### config.mk
export PLATFORM = sky130hd
export DESIGN_NAME = sprite_engine_flat
export DESIGN_NICKNAME = d
export VERILOG_FILES = /design/src/rtl/sprite_engine_if.sv /design/src/rtl/sprite_engine.sv /design/src/flat_wrapper.sv
export SDC_FILE = /design/constraint.sdc
export NUM_CORES = 1
export LEC_CHECK = 0
export ABC_CLOCK_PERIOD_IN_PS = 3800
export CAP_MARGIN = 20
export CORE_MARGIN = 3
export CORE_UTILIZATION = 53
export CTS_CLUSTER_DIAMETER = 60
export DETAILED_ROUTE_END_ITERATION = 12
export GPL_ROUTABILITY_DRIVEN = 0
export PLACE_DENSITY = 0.74
export SYNTH_ARGS = -nofsm -noshare
export SYNTH_HDL_FRONTEND = slang
export SYNTH_SLANG_ARGS = --single-unit
export TNS_END_PERCENT = 1
### constraint.sdc
create_clock -name inputclk -period 3.8 [get_ports inputclk]
set_clock_uncertainty 0.05 [all_clocks]
set_input_delay 0.76 -clock inputclk [delete_from_list [all_inputs] [get_ports inputclk]]
set_output_delay 0.76 -clock inputclk [all_outputs]
set_load 0.005 [all_outputs]
### src/rtl/sprite_engine_if.sv
// Bundle between the sprite engine and its surroundings: the VGA timing side
// (pixel position, display, background, frame tick, move requests), the
// external registered sprite ROM, and the resolved colour/collision outputs.
//   master : environment (timing generator, controls, ROM)
//   slave  : sprite_engine
interface sprite_engine_if #(
   parameter int NUM_SPRITES = 2,
   parameter int SPRITE_W    = 16,
   parameter int SPRITE_H    = 16,
   parameter int COLOR_W     = 12
);
   localparam int IW = (NUM_SPRITES > 1) ? $clog2(NUM_SPRITES) : 1;
   localparam int AW = $clog2(SPRITE_W * SPRITE_H);

   logic                   frame_tick;
   logic                   display;
   logic [9:0]             hrow;
   logic [9:0]             vcolumn;
   logic [COLOR_W-1:0]     background;
   logic [NUM_SPRITES-1:0] up;
   logic [NUM_SPRITES-1:0] down;
   logic [NUM_SPRITES-1:0] left;
   logic [NUM_SPRITES-1:0] right;
   logic [IW+AW-1:0]       rom_addr;
   logic [COLOR_W-1:0]     rom_data;
   logic [COLOR_W-1:0]     pix_color;
   logic                   pix_valid;
   logic [NUM_SPRITES-1:0] collision;

   modport master (
      output frame_tick, display, hrow, vcolumn, background,
      output up, down, left, right, rom_data,
      input  rom_addr, pix_color, pix_valid, collision
   );

   modport slave (
      input  frame_tick, display, hrow, vcolumn, background,
      input  up, down, left, right, rom_data,
      output rom_addr, pix_color, pix_valid, collision
   );
endinterface

### src/rtl/sprite_engine.sv
// Multi-sprite overlay for the VGA path.
// Tracks NUM_SPRITES movable sprites (clamped to the visible area), picks the
// highest-priority (lowest index) sprite under the current pixel, fetches its
// texel from an external registered ROM and resolves transparency against the
// background with a fixed two-clock latency. Reports per-frame overlaps.
// Ports:
//   inputclk : pixel clock
//   reset    : asynchronous, active-high
//   bus      : sprite_engine_if.slave (timing inputs, move requests, ROM, outputs)
module sprite_engine #(
   parameter int                 NUM_SPRITES = 2,
   parameter int                 SPRITE_W    = 16,
   parameter int                 SPRITE_H    = 16,
   parameter int                 H_ACTIVE    = 640,
   parameter int                 V_ACTIVE    = 480,
   parameter int                 COLOR_W     = 12,
   parameter int                 STEP        = 1,
   parameter logic [COLOR_W-1:0] TRANSPARENT = '0
) (
   input logic            inputclk,
   input logic            reset,
   sprite_engine_if.slave bus
);
   localparam int IW = (NUM_SPRITES > 1) ? $clog2(NUM_SPRITES) : 1;
   localparam int AW = $clog2(SPRITE_W * SPRITE_H);
   localparam int WB = $clog2(SPRITE_W);
   localparam int HB = $clog2(SPRITE_H);

   localparam logic [10:0] HMAX   = 11'(H_ACTIVE - SPRITE_W);
   localparam logic [10:0] VMAX   = 11'(V_ACTIVE - SPRITE_H);
   localparam logic [10:0] STEP_V = 11'(STEP);

   logic [10:0]            x_pos [NUM_SPRITES];
   logic [10:0]            y_pos [NUM_SPRITES];
   logic [NUM_SPRITES-1:0] hit;
   logic [NUM_SPRITES-1:0] coll_acc;
   logic [IW-1:0]          win_idx;
   logic [AW-1:0]          win_addr;
   logic [3:0]             hit_cnt;
   logic                   hit_any;
   logic                   multi_hit;

   logic                   hit_q1, hit_q2;
   logic                   disp_q1, disp_q2;
   logic [COLOR_W-1:0]     bg_q1, bg_q2;

   function automatic logic [10:0] x_init(int i);
      return (i * 2 * SPRITE_W > H_ACTIVE - SPRITE_W) ? HMAX : 11'(i * 2 * SPRITE_W);
   endfunction

   // Saturating move; written so p + STEP is only formed when it cannot pass pmax.
   function automatic logic [10:0] step_pos(logic [10:0] p, logic inc, logic dec,
                                            logic [10:0] pmax);
      logic [10:0] n;
      n = p;
      if (inc && !dec)
         n = (pmax - p <= STEP_V) ? pmax : p + STEP_V;
      else if (dec && !inc)
         n = (p <= STEP_V) ? '0 : p - STEP_V;
      return n;
   endfunction

   // Unsigned differences: a pixel left of / above the sprite wraps to a large
   // value and falls out of range. Iterating downward lets the lowest index win.
   always_comb begin
      logic [10:0] ddx;
      logic [10:0] ddy;
      ddx      = '0;
      ddy      = '0;
      hit      = '0;
      win_idx  = '0;
      win_addr = '0;
      hit_cnt  = '0;
      for (int i = NUM_SPRITES - 1; i >= 0; i--) begin
         ddx    = {1'b0, bus.hrow} - x_pos[i];
         ddy    = {1'b0, bus.vcolumn} - y_pos[i];
         hit[i] = bus.display && (ddx < 11'(SPRITE_W)) && (ddy < 11'(SPRITE_H));
         if (hit[i]) begin
            win_idx  = IW'(i);
            win_addr = {ddy[HB-1:0], ddx[WB-1:0]};
            hit_cnt  = hit_cnt + 4'd1;
         end
      end
   end

   assign hit_any   = |hit;
   assign multi_hit = (hit_cnt >= 4'd2);

   always_ff @(posedge inputclk or posedge reset) begin
      if (reset) begin
         for (int i = 0; i < NUM_SPRITES; i++) begin
            x_pos[i] <= x_init(i);
            y_pos[i] <= '0;
         end
      end else if (bus.frame_tick) begin
         for (int i = 0; i < NUM_SPRITES; i++) begin
            x_pos[i] <= step_pos(x_pos[i], bus.right[i], bus.left[i], HMAX);
            y_pos[i] <= step_pos(y_pos[i], bus.down[i], bus.up[i], VMAX);
         end
      end
   end

   // The frame_tick cycle's own overlap is folded into the reported value.
   always_ff @(posedge inputclk or posedge reset) begin
      if (reset) begin
         coll_acc      <= '0;
         bus.collision <= '0;
      end else if (bus.frame_tick) begin
         bus.collision <= coll_acc | (multi_hit ? hit : '0);
         coll_acc      <= '0;
      end else if (multi_hit) begin
         coll_acc <= coll_acc | hit;
      end
   end

   // Side-band (hit/display/background) rides two stages to meet the ROM
   // data, which arrives one clock after rom_addr is registered.
   always_ff @(posedge inputclk or posedge reset) begin
      if (reset) begin
         bus.rom_addr  <= '0;
         hit_q1        <= 1'b0;
         hit_q2        <= 1'b0;
         disp_q1       <= 1'b0;
         disp_q2       <= 1'b0;
         bg_q1         <= '0;
         bg_q2         <= '0;
         bus.pix_color <= '0;
         bus.pix_valid <= 1'b0;
      end else begin
         if (hit_any)
            bus.rom_addr <= {win_idx, win_addr};
         hit_q1        <= hit_any;
         disp_q1       <= bus.display;
         bg_q1         <= bus.background;
         hit_q2        <= hit_q1;
         disp_q2       <= disp_q1;
         bg_q2         <= bg_q1;
         bus.pix_valid <= disp_q2;
         if (!disp_q2)
            bus.pix_color <= '0;
         else if (hit_q2 && (bus.rom_data != TRANSPARENT))
            bus.pix_color <= bus.rom_data;
         else
            bus.pix_color <= bg_q2;
      end
   end
endmodule

### src/flat_wrapper.sv
// flat-port wrapper written by rule: the top's interface ports become plain ports
module sprite_engine_flat 
#(
   parameter int                 NUM_SPRITES = 2,
   parameter int                 SPRITE_W    = 16,
   parameter int                 SPRITE_H    = 16,
   parameter int                 H_ACTIVE    = 640,
   parameter int                 V_ACTIVE    = 480,
   parameter int                 COLOR_W     = 12,
   parameter int                 STEP        = 1,
   parameter logic [COLOR_W-1:0] TRANSPARENT = '0
)
  (inputclk, reset, bus_frame_tick, bus_display, bus_hrow, bus_vcolumn, bus_background, bus_up, bus_down, bus_left, bus_right, bus_rom_data, bus_rom_addr, bus_pix_color, bus_pix_valid, bus_collision);
  sprite_engine_if #(.NUM_SPRITES(NUM_SPRITES), .SPRITE_W(SPRITE_W), .SPRITE_H(SPRITE_H), .COLOR_W(COLOR_W)) bus_i ();
  input logic inputclk;
  input logic reset;
  input wire logic [$bits(bus_i.frame_tick)-1:0] bus_frame_tick;
  input wire logic [$bits(bus_i.display)-1:0] bus_display;
  input wire logic [$bits(bus_i.hrow)-1:0] bus_hrow;
  input wire logic [$bits(bus_i.vcolumn)-1:0] bus_vcolumn;
  input wire logic [$bits(bus_i.background)-1:0] bus_background;
  input wire logic [$bits(bus_i.up)-1:0] bus_up;
  input wire logic [$bits(bus_i.down)-1:0] bus_down;
  input wire logic [$bits(bus_i.left)-1:0] bus_left;
  input wire logic [$bits(bus_i.right)-1:0] bus_right;
  input wire logic [$bits(bus_i.rom_data)-1:0] bus_rom_data;
  output wire logic [$bits(bus_i.rom_addr)-1:0] bus_rom_addr;
  output wire logic [$bits(bus_i.pix_color)-1:0] bus_pix_color;
  output wire logic [$bits(bus_i.pix_valid)-1:0] bus_pix_valid;
  output wire logic [$bits(bus_i.collision)-1:0] bus_collision;
  assign bus_i.frame_tick = bus_frame_tick;
  assign bus_i.display = bus_display;
  assign bus_i.hrow = bus_hrow;
  assign bus_i.vcolumn = bus_vcolumn;
  assign bus_i.background = bus_background;
  assign bus_i.up = bus_up;
  assign bus_i.down = bus_down;
  assign bus_i.left = bus_left;
  assign bus_i.right = bus_right;
  assign bus_i.rom_data = bus_rom_data;
  assign bus_rom_addr = bus_i.rom_addr;
  assign bus_pix_color = bus_i.pix_color;
  assign bus_pix_valid = bus_i.pix_valid;
  assign bus_collision = bus_i.collision;
  sprite_engine #(.NUM_SPRITES(NUM_SPRITES), .SPRITE_W(SPRITE_W), .SPRITE_H(SPRITE_H), .H_ACTIVE(H_ACTIVE), .V_ACTIVE(V_ACTIVE), .COLOR_W(COLOR_W), .STEP(STEP), .TRANSPARENT(TRANSPARENT)) u_core (.inputclk(inputclk), .reset(reset), .bus(bus_i));
endmodule
==> run notes, run 1 <==
Looking at the cell usage after synthesis, the top flip-flop cell is dfrtp_1. Setup repair after global routing could not meet its margin everywhere. The via count of the first global-routing pass was 7718; the detailed-router iteration count before antenna repair was 5.

The netlist uses 74 different library cells. Final hold violation count: 0. Entering global routing, the biggest net connects 93 pins. The nature of the critical path endpoint was a flop. In the hold report, the worst path ends at u_core.bg_q2[3]$_DFF_PP0_. Tally of OpenROAD warnings: 36. Startpoint of the worst setup timing path: bus_vcolumn[6].

The layout summary lists the proportion of cells stronger than drive strength 1 as 18.5%. The cell sequence reported for the critical path is dlygate4sd2_1 > ha_1 > or3b_1 > o211ai_1 > or4_1 > or4_1 > or4_4 > nor4_4 > nand3_4 > buf_4 > mux2i_1. After detailed routing, the number of vias per cell comes to 6.05. The leakage power of the design was 4.63 nW. Note, the detailed placer reported a final HPWL of 17.1 mm.

The critical path's slowest stage uses the library cell or4_4. As reported, the later end of the worst-skew pair has a clock insertion delay of 360 ps. Dividing the synthesized area by the synthesized cell count gives 8.26 sq um.

In the final report, the number of endpoints failing setup comes to 0. According to the floorplan report, the placeable core area is 14700 sq um. The critical path data arrival time is 3930 ps, and the post-route DRC violation count is 0.

In the synthesized netlist, the number of instances is 975. The number of cells traversed by the worst hold path came out at 0. OpenSTA lists the critical path endpoint as u_core.bus.rom_addr[6]$_DFFE_PP0P_. For this run, the script counts the antenna cells in the layout as 0. The tools report the final tally of max-slew violations as 0. For the global routing usage summed across all routing layers, the log shows 27.1%. With the area fraction of the dominant cell type after synthesis at 30.1%, the total grt overflow is 0. The global-route track usage on met2 is 42.4%, and the initial antenna violation count is 1.

The net count after synthesis is 1091. The design draws 0.00653 W. The worst reg-to-reg path cell count is 11.

The timing report lists the critical path depth as 11 cells. The flip-flop and latch count after synthesis is 98. The synthesized design contains 0 enable-type register cells. The most prevalent standard cell on the critical path was or4_1. Looking at the clock tree report, the maximum root-to-sink buffer count equals 2. The signed area change from the synthesized netlist to the final layout is 30.9%. The tools report the peak supply drop as 409 uV. Per the timing report, the biggest fanout along the worst path comes to 4. Along the critical path, the tally of buffer and inverter instances is 2. The worst hold path begins at u_core.bg_q1[3]$_DFF_PP0_.

Checking max transition, the worst relative margin is 53.2%. The async set or reset register ratio after synthesis is 100%, and the floorplan row count is 44. The tools report the number of buffers added by the clock tree synthesis step as 9. On the reported timing paths, the clock transition at the registers reads 70 ps.

TritonRoute output was used to compute an average wire per cell of 16.6 um. TritonCTS built the clock tree. Yosys attributes the largest share of cell area to dfrtp_1 (30%), ha_1 (8.7%), nand2_1 (4.1%). The net count of the finished layout is 1288. The tools report the global-route wire length before repair as 36.8 mm. Type of the worst min-delay path: reg2reg. At the pin with the least slew margin, the transition time is 700 ps. For the quantity of hold-fixing buffers added after cts, the log shows 0. The beginning of the worst register-to-register path was u_core.y_pos[17]$_DFFE_PP0P_. The cell at the root of the clock tree is clkbuf_16. The run gives 54.8% as the pre-placement core utilization. The highest routing layer actually used is met5. The tightest hold margin came out at 299 ps.

The type of origin of the critical path was an input port. The TritonCTS sink count is 98. Pin placement for this block handled 80 I/O pins. The die is 129 um tall. At the worst endpoint, the required time is 4020 ps.

The number of maximum-capacitance constraint violations was 0. The count of nets left with antenna violations once routing finished came out at 0. The flow ran to the end, and the final reports show no timing, DRC or antenna violations. The number of warning messages in the yosys log is 0, and the period utilization is 97.5%. The routed length on met1 came out at 10.1 mm.

The H-tree was split into 3 levels. The chip area line in the Yosys stat output reads 8060 sq um. The routed length on met2 is 10.0 mm.
-- run 1: stage by stage --
| step | TNS [ps] | setup WS [ps] | utilization [%] | instance area (sq um) | instances |
|---|---|---|---|---|---|
| 5_1_grt | -209 | -49.9 | 71.8 | 10600 | 1361 |
| 2_1_floorplan | -42.4 | -21.2 | - | 8070 | 975 |
| 3_5_place_dp | -7220 | -672 | 68.0 | 9990 | 1336 |
| 6_report | 0 | 95.9 | 71.8 | 10600 | 1361 |
| 4_1_cts | 0 | 5.19 | 71.0 | 10400 | 1359 |
| 3_3_place_gp | -6620 | -632 | 68.0 | 9990 | 1336 |
-- run 1: cells in the mapped netlist, drive strengths merged, types with 14 or more instances --
library cell	number
xnor2	21
nor3	26
clkbuf	36
and3	14
nand2b	22
dfrtp	97
nor4	17
nor2	66
inv	67
o21ai	47
nor2b	15
nand2	89
o22ai	20
o31ai	16
a21oi	63
a21boi	17
nand3	40
mux2i	21
ha	56
-- run 1: flip-flops by register name, indices dropped and copies added (netlist names) --
| register | flops |
|---|---|
| u_core.bus.rom_addr | 9 |
| u_core.bg_q1 | 12 |
| u_core.disp_q1 | 1 |
| u_core.disp_q2 | 1 |
| u_core.bus.pix_valid | 1 |
| u_core.coll_acc | 2 |
| u_core.bus.pix_color | 12 |
| u_core.x_pos | 22 |
| u_core.hit_q2 | 1 |
| u_core.bus.collision | 2 |
| u_core.y_pos | 22 |
| u_core.hit_q1 | 1 |
| u_core.bg_q2 | 12 |
-- run 1: power breakdown --
part	internal [W]	switching (W)	total (W)
registers	0.00124	0.000279	0.00152
logic	0.00192	0.00210	0.00402
clock network	0.000543	0.000444	0.000987
-- run 1: cell families (layout without fill, tap and decap cells) --
logic type                 Yosys count  after routing  share of synthesized area [%]
and+or+nand+nor                    361            361                           23.5
AOI/OAI and AO/OA                  284            284                           23.7
buffers and inverters              110            312                           5.26
DFF                                 98             98                           30.5
adders and majority gates           60             60                           9.69
xor gates and xnor gates            34             34                           3.70
muxes                               28             28                           3.68
-- run 1: area by class of cell --
type	instances	area [sq um]
Multi-Input combinational cell	767	5380
Fill cell	1148	4150
Sequential cell	98	2450
Timing Repair Buffer	227	1910
Inverter	69	262
Clock buffer	10	239
Tap cell	184	230
Clock inverter	6	78.8
-- run 1: layout by cell type (no fill, tap or decap), types with 10 or more instances in the layout --
cell	netlist	routed
nand3_1	39	39
o22ai_1	20	20
mux2i_1	21	21
o221ai_1	13	13
inv_1	67	63
a31oi_1	13	12
clkdlybuf4s50_1	0	64
a221oi_1	11	10
nor4_1	16	15
xor2_1	13	13
xnor2_1	21	21
nor2_1	66	64
nand2_1	89	88
ha_1	56	48
o31ai_1	16	16
nand2b_1	22	22
nand4_1	12	12
a21boi_0	17	17
o21ai_0	46	46
dfrtp_1	97	97
and3_1	14	14
buf_4	0	144
or4_1	11	11
dlygate4sd2_1	0	13
a21oi_1	63	58
nor2b_1	15	15
nor3_1	26	26
-- run 1: timing repair --
item	in CTS	in global routing
resized	35	18
buffers inserted	7	3
hold endpoints to repair	0	0
setup endpoints to repair	13	12
cloned	0	0
pin swaps	17	17
Run 1, signal wires on met1:
Bar = 50 um. Supply wires on this layer in grey.
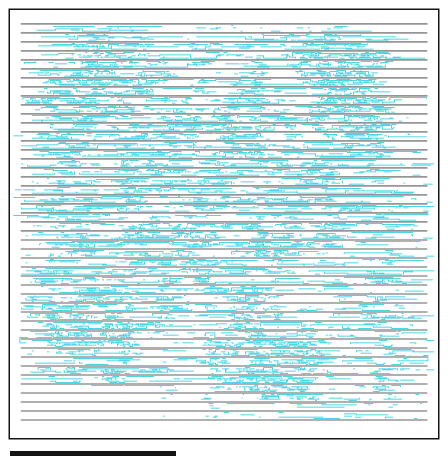
wire length on this layer: 10100 um
nets with wire on the layer: 1205
main direction: horizontal
vias: 8235
WL final: 22.5 mm
global-route met1 utilization: 37.8%

Run 1, met4 routing:
Supply wires on this layer in grey.
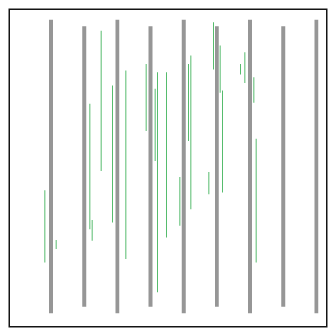
nets with wire on the layer: 21
longest straight run: 89.8 um
share of all routed wire: 3.4%

Run 1, M2 wires:
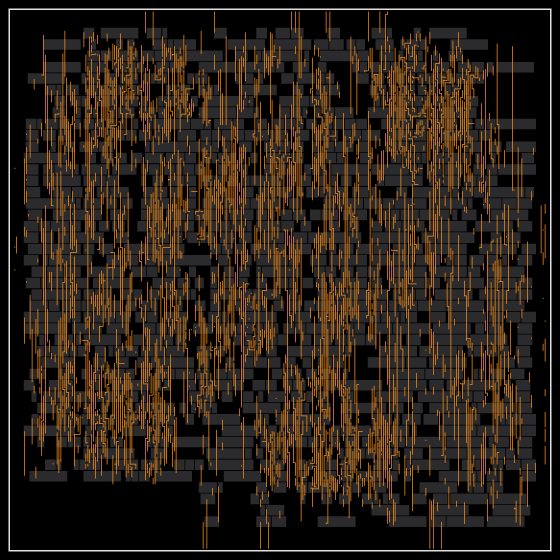
longest straight run: 54.4 um
share of all routed wire: 45%
nets with wire on the layer: 1099
wire length on this layer: 10000 um
main direction: vertical

Run 1, track usage over the die:
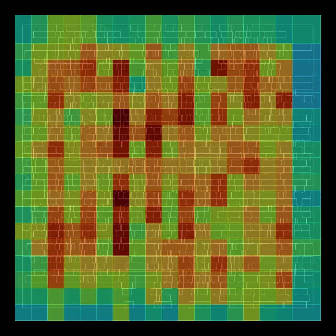
global-route met3 utilization: 3.96%
global routing's busiest layer: met2

Run 1, the metal 3 layer:
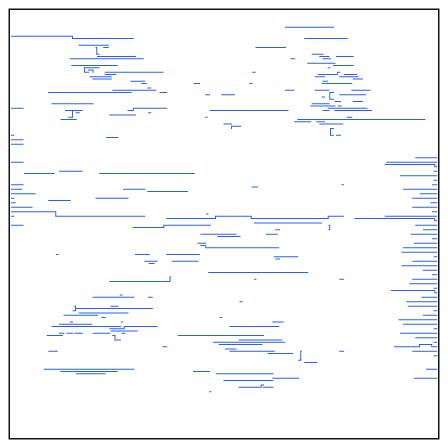

==> run 2, diff against run 1 <==
--- a/config.mk
+++ b/config.mk
@@ -7,7 +7,7 @@
 export LEC_CHECK = 0
 export ABC_CLOCK_PERIOD_IN_PS = 3800
 export CAP_MARGIN = 20
-export CORE_MARGIN = 3
+export CORE_MARGIN = 2
 export CORE_UTILIZATION = 53
 export CTS_CLUSTER_DIAMETER = 60
 export DETAILED_ROUTE_END_ITERATION = 12
Run 2, the metal 3 layer:
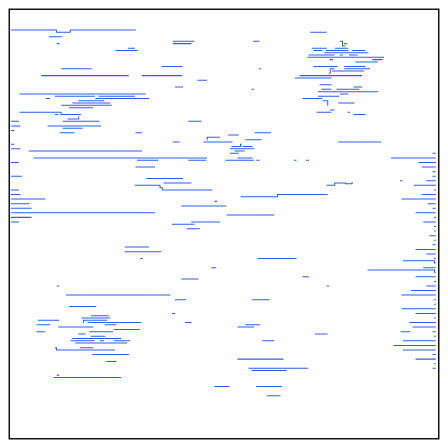
wire length on this layer: 1430 um
longest straight run: 51.3 um
share of all routed wire: 6.2%
main direction: horizontal
nets with wire on the layer: 178

Run 2, M2 wires:
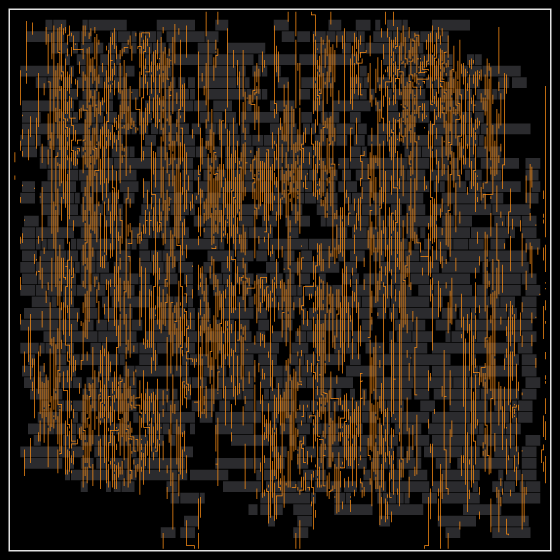
share of all routed wire: 47%
nets with wire on the layer: 1097
main direction: vertical
wire length on this layer: 10800 um
GR Util met2: 47.7%
vias: 8271

Run 2, signal wires on met1:
Bar = 50 um. Supply wires on this layer in grey.
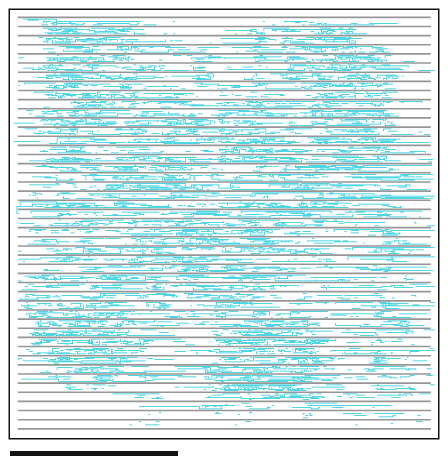
share of all routed wire: 44%
main direction: horizontal
wire length on this layer: 10200 um
nets with wire on the layer: 1200
global-route met1 utilization: 39.4%
WL final: 23.2 mm

==> run 2 against run 1 <==
Largest power group unchanged. Register-to-register slack lost 20 ps. Hold slack improved by 2.1 ps. Cell count rose by 0.44%. Count of clock-buffer cells in the layout stayed put. Largest cell class unchanged. Highest routed layer is now met4. Flip-flop count unchanged. Combinational power up 1%.
==> run notes, run 2 <==
The height of the die is 127 um (-1.5%), and the average cell area after synthesis is 8.26 sq um (unchanged). With the post-synth tally of flip-flops with integrated enable at 0 (unchanged), the remaining number of nets flagged by the antenna check after routing is 0 (unchanged). The run gives 19.2% (+0.65 points) for the share of cells above drive strength 1.

TritonCTS built the clock tree. The number of standard cells after synthesis is 975 (unchanged), and the pin slew with the least headroom to its limit is 785 ps (+84.8 ps). STA classifies the critical path endpoint as a flop. The logs give 98 (unchanged) for the TritonCTS sink count and 3 (unchanged) for the H-tree depth.

The maximum clock frequency was 269 MHz. For this run the top cell type by instance count after synthesis was dfrtp_1. The cell area power density was 624 nW/um^2.

Number of cells traversed by the worst hold path: 0 (unchanged). The pin count of the biggest net entering global routing is 51 (-45%), and the total grt overflow is 0 (unchanged). The quantity of hold-fixing buffers added after cts was 0 (unchanged). The run gives 2 (unchanged) for the number of buffers between clock root and the deepest sink. The top cell types in the final layout, fill and taps aside, are buf_4 (146), dfrtp_1 (97), nand2_1 (88), nor2_1 (65), clkdlybuf4s50_1 (64). The run gives 83.0 ps (-12.9 ps) as the worst setup margin.

The run gives 7898 (+2.3%) as the via count of the first global-routing pass. The run gives 1290 (+0.16%) for the post-layout net count. For the global-route met3 utilization, the log shows 3.69% (-0.27 points). The type recorded for the worst min-delay path is reg2reg. The number of top-level design ports is 80 (unchanged). The pre-placement core utilization is 53.6% (-1.2 points), and the number of warning messages in the yosys log is 0 (unchanged).

The HPWL after detailed placement is 17.3 mm (+1.3%). The registers reported with the highest flop counts are u_core.x_pos: 22 flops, u_core.y_pos: 22 flops. For reference, the top cells by count after synthesis are dfrtp_1 (97), nand2_1 (89), inv_1 (67), nor2_1 (66), a21oi_1 (63). The required time of the worst setup path is 4000 ps (-20 ps). The tools report the number of distinct library cells after synthesis as 74 (unchanged). Final tally of max-slew violations: 0 (unchanged). The critical path in this run is classified as in2reg. The run gives 0 (unchanged) for the number of antenna repair diodes.

The die covers 16200 sq um. Per the placement log, port buffering inserted 79 buffers. The number of maximum-capacitance constraint violations was 0 (unchanged); the final standard cell area without fillers was 10600 sq um (+0.31%). The run gives 424 uV (+3.6%) for the peak supply drop. The report lists the cells along the critical path as clkdlybuf4s15_1 > inv_2 > buf_4 > ha_4 > inv_1 > fa_2 > a211oi_4 > buf_4 > buf_4 > o211ai_1 > a221oi_2 > xor2_2 > nor3b_2 > nor4bb_2 > buf_4 > mux2_2 > mux2_4. The endpoint of the lowest-slack register-to-register path was u_core.bus.rom_addr[1]$_DFFE_PP0P_. The global routing stage identified its most utilized layer as met2. The total nets after synthesis is 1091 (unchanged).

The post-synth area from yosys stat was 8060 sq um (unchanged). The maximum fanout encountered on the critical timing path is 4 (unchanged), and the number of cells in the design after placement is 1335 (-0.075%). The tools report the post-route DRC violation count as 0 (unchanged).

The critical path's slowest stage uses the library cell fa_2. The worst register-to-register path has a setup slack of 230 ps. The run gives 29.1% (+2.0 points) as the global routing usage summed across all routing layers.

The worst reg-to-reg path cell count is 11 (unchanged). The primary flip-flop cell chosen by synthesis mapping was dfrtp_1. Clock tree synthesis selected as its root buffer the cell clkbuf_16. The delay of the slowest critical-path stage was 370 ps. The beginning of the worst register-to-register path is u_core.y_pos[7]$_DFFE_PP0P_. The main area contributors are dfrtp_1 (30%), ha_1 (8.7%), nand2_1 (4.1%). For the count of non-filler cells in the finished layout, the log shows 1367 (+0.44%).

The worst setup path is launched from an input port. The initial antenna violation count was 0 (-1). The flip-flop and latch count after synthesis was 98 (unchanged).

The horizontal die dimension reported for this design is 127 um. The cell area after placement is 9960 sq um (-0.33%). The vias per cell was 6.05 (about the same); the global-route wire length before repair was 38.5 mm (+4.6%).

The number of buffers added by the clock tree synthesis step is 9 (unchanged). Post-synthesis cell type with the largest combined area: dfrtp_1. With the final period demand of the worst path at 3720 ps, the post-synth design cell area is 8060 sq um. The timing report shows the most common cell along the critical path to be buf_4.

The floorplan row count was 45 (+2.3%). The detailed-router iteration count before antenna repair was 5 (unchanged). The area fraction of the dominant cell type after synthesis is 30.1% (unchanged), and the core utilization of the finished layout is 70.4% (-1.4 points).

The period utilization works out to 97.8% (+0.34 points). With the clock-pin slew of the registers on the worst-case setup and hold paths at 70 ps (about the same), the async set or reset register ratio after synthesis is 100% (unchanged). Setup repair after global routing could not meet its margin everywhere. Sink of the worst hold path: u_core.hit_q2$_DFF_PP0_. STA lists the startpoint of the worst hold path as u_core.hit_q1$_DFF_PP0_.

The logs give 15000 sq um (+2.3%) for the core area and 47.2% (-6.0 points) for the relative max-transition margin. The tally of OpenROAD warnings is 36 (unchanged). The run gives 3910 ps (-20 ps) for the critical path data arrival time. The run gives 30.5% as the sequential-to-total area share from yosys stat. The leakage power of the design is 4.62 nW (-0.26%), and the insertion delay to the later sink of the worst-skew pair is 360 ps (about the same). The final setup violation count is 0 (unchanged). The placement-stage worst setup slack was -754 ps (-82.5 ps). The average wire per standard cell came out at 16.9 um (+2.3%).

The flow ran to the end, and the final reports show no timing, DRC or antenna violations. The run gives 0 (unchanged) as the final hold violation count. The run gives 31.3% for the signed area change from the synthesized netlist to the final layout.

Leaving out fill and tap cells, the most frequent cell in the layout is buf_4. The tools report the cell count listed in synth_stat.txt as 975. The detailed router's first-iteration violation count came out at 722.
run 2: final cells by class:
| cell class | count | area (sq um) |
|---|---|---|
| multi-input combinational | 767 | 5390 |
| fill | 1211 | 4450 |
| sequential | 98 | 2450 |
| timing repair buffer | 229 | 1920 |
| inverter | 69 | 262 |
| clock buffer | 10 | 239 |
| tap | 188 | 235 |
| clock inverter | 6 | 77.6 |
run 2: worst max-delay path by stage:
| stage | from | end | cells past startpoint |
|---|---|---|---|
| 6_report | bus_vcolumn[0] | u_core.bus.rom_addr[1]$_DFFE_PP0P_ | 17 |
| 5_1_grt | bus_hrow[0] | u_core.bus.rom_addr[5]$_DFFE_PP0P_ | 15 |
| 4_1_cts | bus_vcolumn[4] | u_core.bus.rom_addr[1]$_DFFE_PP0P_ | 10 |
| 3_5_place_dp | bus_vcolumn[0] | u_core.bus.collision[1]$_DFFE_PP0P_ | 14 |
| 3_3_place_gp | bus_vcolumn[0] | u_core.bus.collision[0]$_DFFE_PP0P_ | 14 |
| 2_1_floorplan | bus_vcolumn[0] | u_core.bus.collision[0]$_DFFE_PP0P_ | 12 |
run 2: cells by family (layout without fill, tap and decap cells):
kind of cell,count (synthesis),in the layout,share of synthesized area (%)
AND/OR/NAND/NOR,361,361,23.5
AND-OR/OR-AND,284,284,23.7
buffers and inverters,110,314,5.26
flip-flops,98,98,30.5
adder cells (fa/ha/maj),60,60,9.69
XOR/XNOR,34,34,3.70
multiplexers,28,28,3.68
run 2: critical path: cells and delay by family:
family,cells,cell delay (ps)
buffers and inverters,7,820
AOI/OAI and AO/OA,3,720
muxes,2,570
adders and majority gates,2,500
and+or+nand+nor,2,410
xor gates and xnor gates,1,130
run 2: per-stage QoR:
step	power, W	hold WS (ps)	TNS [ps]
after detailed placement	0.00529	286	-8070
after CTS	0.00645	302	0
after global routing	0.00713	312	-83.2
after global placement	0.00521	281	-6750
final	0.00660	301	0
after floorplan	0.00392	281	-42.4
run 2: what timing repair did:
action,4_1_cts,5_1_grt
pin swaps,19,13
endpoints found under the hold margin,0,0
resized,45,14
endpoints found under the setup margin,13,13
buffers inserted,14,2
run 2: power by group:
part | internal, W | switching [W]
sequential | 0.00124 | 0.000295
clock | 0.000544 | 0.000459
combinational | 0.00195 | 0.00212
total | 0.00373 | 0.00287
run 2: per-layer routing:
layer | part of all wire (%) | wire length (um)
met1 | 44 | 10200
met2 | 47 | 10800
met3 | 6.2 | 1430
met4 | 3.2 | 748
met5 | 0 | 0
==> run 3, diff against run 2 <==
--- a/config.mk
+++ b/config.mk
@@ -12,7 +12,7 @@
 export CTS_CLUSTER_DIAMETER = 60
 export DETAILED_ROUTE_END_ITERATION = 12
 export GPL_ROUTABILITY_DRIVEN = 0
-export PLACE_DENSITY = 0.74
+export PLACE_DENSITY = 0.78
 export SYNTH_ARGS = -nofsm -noshare
 export SYNTH_HDL_FRONTEND = slang
 export SYNTH_SLANG_ARGS = --single-unit
Run 3, signal wires on met1:
Bar = 50 um. Supply wires on this layer in grey.
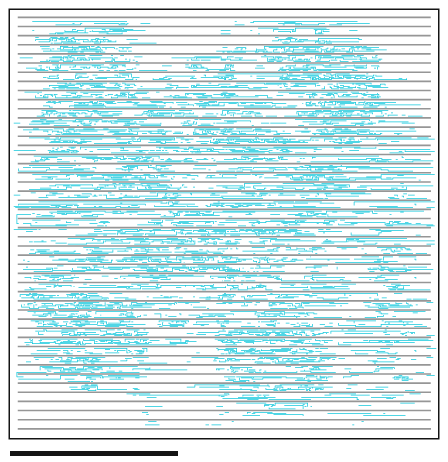
nets with wire on the layer: 1189
main direction: horizontal
share of all routed wire: 43%
longest straight run: 36.8 um

Run 3, M2 wires:
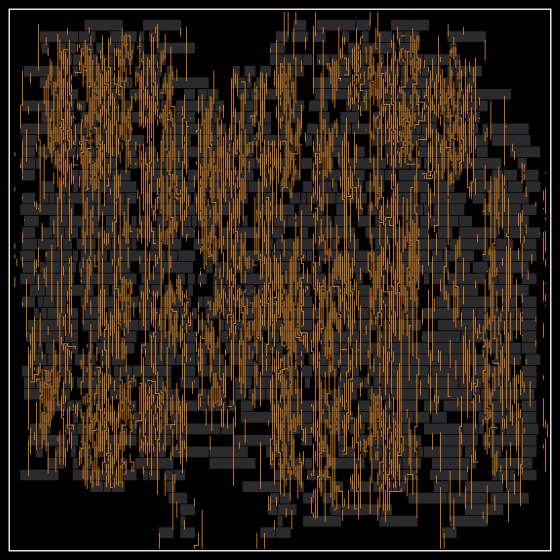
main direction: vertical
longest straight run: 43.2 um

Run 3, met4 routing:
Supply wires on this layer in grey.
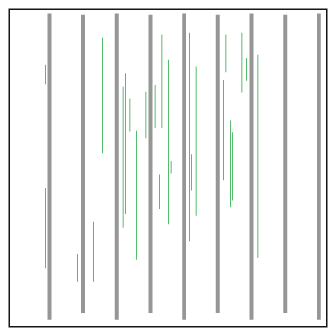
nets with wire on the layer: 23
wire length on this layer: 844 um
longest straight run: 83.6 um
share of all routed wire: 3.6%

==> run 3 against run 2 <==
Count of clock-buffer cells in the layout shrank 1. Core utilization shrank 0.62 points. Critical endpoint is now u_core.bus.collision[0]$_DFFE_PP0P_. Clock power shrank 4%. Die area is the same. Sequential share of layout area grew 0.20 points. First-iteration DRC count shrank 5.0%. Global-route usage shrank 0.83 points. Register-to-register slack gained 60 ps. Synthesized cell count is the same. Routed wire length grew 0.67%. Sequential power is essentially flat.
==> run notes, run 3 <==
The switching power was 0.00287 W (-0.17%). The logs give 1280 (-0.78%) for the post-layout net count and 1356 (-0.80%) for the count of non-filler cells in the finished layout. The horizontal die size is 127 um (unchanged). Per the cell usage report, the commonest logic cells after layout are buf_4 (138), dfrtp_1 (97), nand2_1 (88), nor2_1 (64), clkdlybuf4s50_1 (64).

The average cell area after synthesis was 8.26 sq um (unchanged). The remaining number of nets flagged by the antenna check after routing is 0 (unchanged). The largest registers in the layout are u_core.x_pos: 22 flops, u_core.y_pos: 22 flops.

The post-synth area from yosys stat was 8060 sq um (unchanged). By area the synthesized netlist is led by dfrtp_1 (30%), ha_1 (8.7%), nand2_1 (4.1%). The run gives 14.7% (-0.5 points) as the relative contribution of the clock network to total power. The sum of internal, switching and leakage power is 0.00652 W (-1.2%).

The peak supply drop is 393 uV (-7.2%), and the number of cells in the design after placement is 1336 (+0.075%). Insertion delay to the later sink of the worst-skew pair: 360 ps (about the same). The tree is rooted in a clkbuf_16. The tools report the number of maximum-capacitance constraint violations as 0 (unchanged). Fraction of power spent switching nets: 44.0% (+0.45 points).

The final wirelength was 23.3 mm (+0.67%); the placement-stage worst setup slack was -731 ps (+23.1 ps). In the synthesized netlist, the cells that appear most often are dfrtp_1 (97), nand2_1 (89), inv_1 (67), nor2_1 (66), a21oi_1 (63). The run finished with clean final reports.

TritonCTS built the clock tree. The run gives 30.5% (unchanged) for the sequential-to-total area share from yosys stat. The pin slew with the least headroom to its limit is 770 ps (-15.0 ps). Looking at area per cell type in the netlist, the leader is dfrtp_1. With the final hold violation count at 0 (unchanged), the signed area change from the synthesized netlist to the final layout is 30.2%. The clock-pin slew of the registers on the worst-case setup and hold paths is 70 ps (about the same). With the period utilization at 96.9% (-0.96 points), the number of antenna repair diodes is 0 (unchanged).

The tools report the total nets after synthesis as 1091 (unchanged). By instance count after routing, the leading logic cell type is buf_4. The maximum fanout encountered on the critical timing path is 4 (unchanged). The tightest hold margin is 301 ps (-0.00100 ps), and the vias per cell is 6.18 (+2.2%). The logs give 3 (unchanged) for the H-tree depth and 4030 ps (+30 ps) for the required time of the worst setup path. The average wire per standard cell was 17.2 um (+1.5%); the leakage power of the design was 4.56 nW (-1.3%). With the quantity of hold-fixing buffers added after cts at 0 (unchanged), the core area is 15000 sq um (unchanged). The run gives 5 (unchanged) as the detailed-router iteration count before antenna repair.

The run gives 48.3% (+1.1 points) as the relative max-transition margin. The cell area power density is 622 nW/um^2 (-0.33%), and the async set or reset register ratio after synthesis is 100% (unchanged). The run gives 28.2% (-0.83 points) as the global routing usage summed across all routing layers.

The primary flip-flop cell chosen by synthesis mapping was dfrtp_1. The flip-flop and latch count after synthesis is 98 (unchanged). The worst setup path is launched from an input port.

The TritonCTS sink count came out at 98 (unchanged). The logs give 16200 sq um (unchanged) for the area of the chip and 120 ps (+36.6 ps) for the worst setup margin. The tools report the core utilization of the finished layout as 69.8% (-0.62 points). The number of standard cells after synthesis is 975 (unchanged), and the HPWL after detailed placement is 16.9 mm (-2.1%).

The worst setup path is captured at a flop. The share of cells above drive strength 1 was 18.7% (-0.50 points). The worst hold path belongs to the class reg2reg. For the number of buffers between clock root and the deepest sink, the log shows 2 (unchanged).

The critical path data arrival time is 3910 ps (about the same), and the number of buffers added by the clock tree synthesis step is 9 (unchanged). Maximum clock frequency: 272 MHz (+0.99%). The internal power came out at 0.00365 W (-2.0%).
[run 3: cell types whose count changed in the layout (fill, tap and decap cells not counted), sizes merged]
cell           previous run  this run
clkinv                    2         4
dlygate4sd2              14        15
inv                      71        70
clkbuf                   10         9
clkinvlp                  1         0
buf                     150       140
clkdlybuf4s15             1         0
[run 3: timing repair]
item                       4_1_cts  5_1_grt
resized                         42       18
buffers inserted                 3        3
pin swaps                       16       16
setup endpoints to repair       13       13
[run 3: logic make-up (layout without fill, tap and decap cells)]
group / after synthesis / in the layout / synth area share, %
AOI/OAI and AO/OA: 284 / 284 / 23.7
xor gates and xnor gates: 34 / 34 / 3.70
adders and majority gates: 60 / 60 / 9.69
buffers and inverters: 110 / 303 / 5.26
DFF: 98 / 98 / 30.5
muxes: 28 / 28 / 3.68
and+or+nand+nor: 361 / 361 / 23.5
[run 3: layout make-up]
type,instances,area [sq um]
clock buffers,9,225
clock inverters,6,72.6
fillers,1188,4540
inverters,69,262
multi-input cells,767,5400
flip-flops and latches,98,2450
well taps,188,235
repair buffers,219,1840
[run 3: path summary, 6_finish.rpt]
| kind | startpoint | end | slack (ps) | cells past startpoint |
|---|---|---|---|---|
| setup reg to reg | u_core.x_pos[11]$_DFFE_PP0P_ | u_core.bus.rom_addr[5]$_DFFE_PP0P_ | 290 | 11 |
| min in group asynchronous | reset | u_core.x_pos[3]$_DFFE_PP0P_ | 840 | 3 |
| hold / removal | u_core.bg_q1[1]$_DFF_PP0_ | u_core.bg_q2[1]$_DFF_PP0_ | 300 | 0 |
| max in group asynchronous | reset | u_core.x_pos[14]$_DFFE_PP0P_ | 2440 | 3 |
| hold reg to reg | u_core.bg_q1[1]$_DFF_PP0_ | u_core.bg_q2[1]$_DFF_PP0_ | 300 | 0 |
| setup / recovery | bus_vcolumn[0] | u_core.bus.collision[0]$_DFFE_PP0P_ | 120 | 14 |
[run 3: metrics by stage]
stage | instance area [sq um] | TNS, ps
after detailed placement | 9960 | -7680
final | 10500 | 0
after global placement | 9960 | -6650
after global routing | 10500 | -11.8
after CTS | 10400 | 0
after floorplan | 8070 | -42.4
[run 3: metal layers]
| layer | GRT usage [%] | routed length [um] |
|---|---|---|
| met1 | 37.7 | 10100 |
| met2 | 46.1 | 10900 |
| met4 | 12.4 | 843 |
| met5 | 0 | 0 |
| met3 | 3.73 | 1480 |
[run 3: power by group through the flow]
stage                     clock network (W)  logic [W]  registers (W)
after floorplan                           0    0.00253        0.00140
after global placement                    0    0.00361        0.00156
after detailed placement                  0    0.00369        0.00156
after CTS                          0.000980    0.00381        0.00155
after global routing                0.00101    0.00438        0.00160
final                              0.000956    0.00400        0.00156
[run 3: critical path, cell delays in order]
cell           delay [ps]
dlygate4sd2_1         230
inv_2                  50
buf_4                  90
ha_1                  160
inv_2                  50
fa_2                  380
a211oi_4              260
nor2_2                 80
mux2i_2               180
or4_4                 510
or4b_4                570
nor4_4                270
nand2_2               140
a31oi_1               170
No activity file was given, so power comes from the tool's default toggle rates.
